Fig. 1: the metal 1 layer
(1 px per µm)
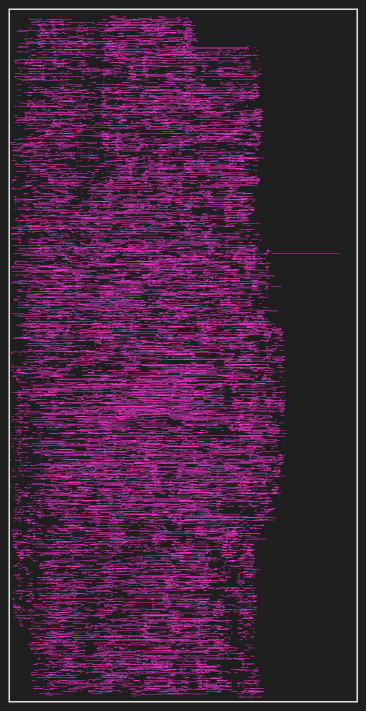
Fig. 2: cells coloured by class
(1 px per µm)
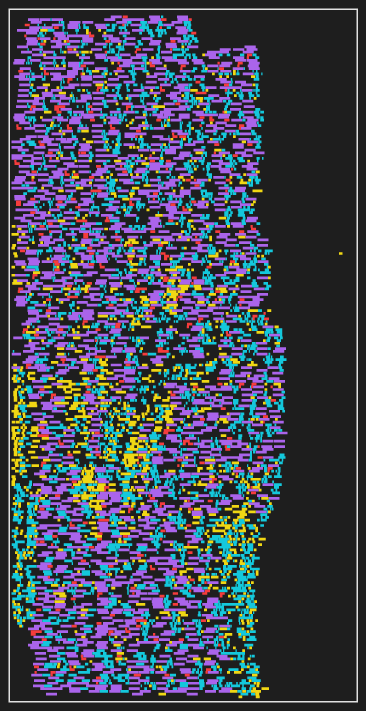
Fig. 3: layout detail
Region (74, 506) to (99, 531) µm. Cells in grey, sequential cells in the stronger grey; small squares are vias.
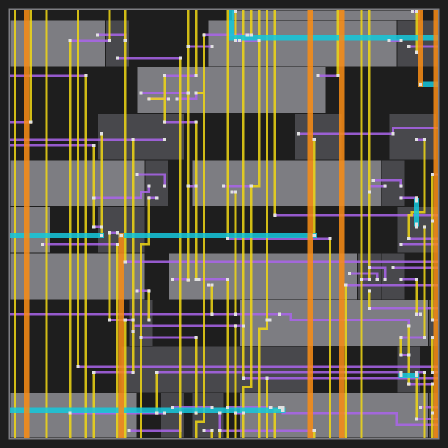
Design ternary_memory, sky130hd; sources not shown.
==> reports/summary.txt <==
Largest net degree at the start of global routing - 107
Final ANT Viol Nets - 0
Top logic family - AND-OR/OR-AND gates
Reg2Reg Setup Slack - -0.01 ns
Top Layout Cells - edfxtp_1 (1458), buf_4 (753), nand2_1 (703)
Status - complete, but fails checks
CTS tree - built
Die height - 691 µm
FP Util - 30.2%
Layout non-clock buf frac - 13.6%
Failing checks - negative setup slack
Routability-driven placement congestion ratio - 0.961
Final setup violation count - 1476
Worst setup margin - -3.15 ns
Top cells by area - edfxtp_1 (61%), mux4_2 (4.7%), mux2i_1 (3.9%)
Placed Cells - 9060
Vias per inst - 5.64
Worst clock skew - 0.0817 ns
Top cell type's share of synthesized area - 61.5%
Complex Gates by Area - 12.8%
M3 GR Usage - 3.60%
Clk_lat worst skew - 0.96 ns
H-tree levels - 4
Worst Tran Pin Value - 1.15 ns
Worst path depth - 33
Clock Path Buffers - 4
Cell type with the largest total area - edfxtp_1
Post-Synth Adder-Cell Area - 1.25%
Tap cell count - 3048
Met1 WL - 99900 µm
Logic share of the area - 29.7%
Synth warn - 0
Clock Root Buffer - clkbuf_8
Min Tclk post-route - 6.51 ns
Final-layout clock buffer total - 230
Clock transition at the registers of the reported paths - 0.07 ns
Critical path type - input port to flip-flop
Xor/xnor share - 0.763%
Initial antenna violation count - 24
Slew Viols, Final - 0
Highest routed layer - met5
Top-level port count - 78
Notes on Fig. 1 above:
main direction: horizontal
share of all routed wire: 32%
total number of vias: 54100
final WL: 309000 µm
met1 GRT Util: 24.6%

Notes on Fig. 2 above:
| colour | class | cells |
|---|---|---|
| cyan | remaining logic cells | 3498 |
| yellow | remaining buffers and delay cells | 1165 |
| red | clock drivers and dummy loads | 384 |
| purple | sequential cells | 1479 |
row cnt: 252
Final Cell Area: 93000 µm²
Seq area share: 47.6%

Notes on Fig. 3 above:
| colour | layer |
|---|---|
| cyan | M3 |
| orange | M4 |
| yellow | M2 |
| purple | M1 |
cells with their middle in the window: 26
most frequent: edfxtp_1 (10), nand2_1 (8), buf_4 (3)
sequential cells in the window: 10

## metrics by stage
stage	worst slack (ns)	utilization [%]	hold WS [ns]
detailed placement	-5.48	35.9	0.494
floorplan	-3.83	-	0.376
CTS	-3.37	39.0	0.0751
global route	-3.28	39.4	0.138
finish	-3.15	39.4	0.139
global placement	-6.53	35.9	0.490
## worst reg2reg max path: cells and delay by family, from the launching register on
family	cells	cell delay, ns
flops	1	0.33
simple gates	7	1.48
compound gates	1	0.09
buf+inv	6	1.20
## repair_timing
item                                    in CTS  in global routing
pin swaps                                  136                107
setup buffers                              107                 36
endpoints found under the setup margin    1476               1476
resized                                    339                166
gates cloned                                10                  1
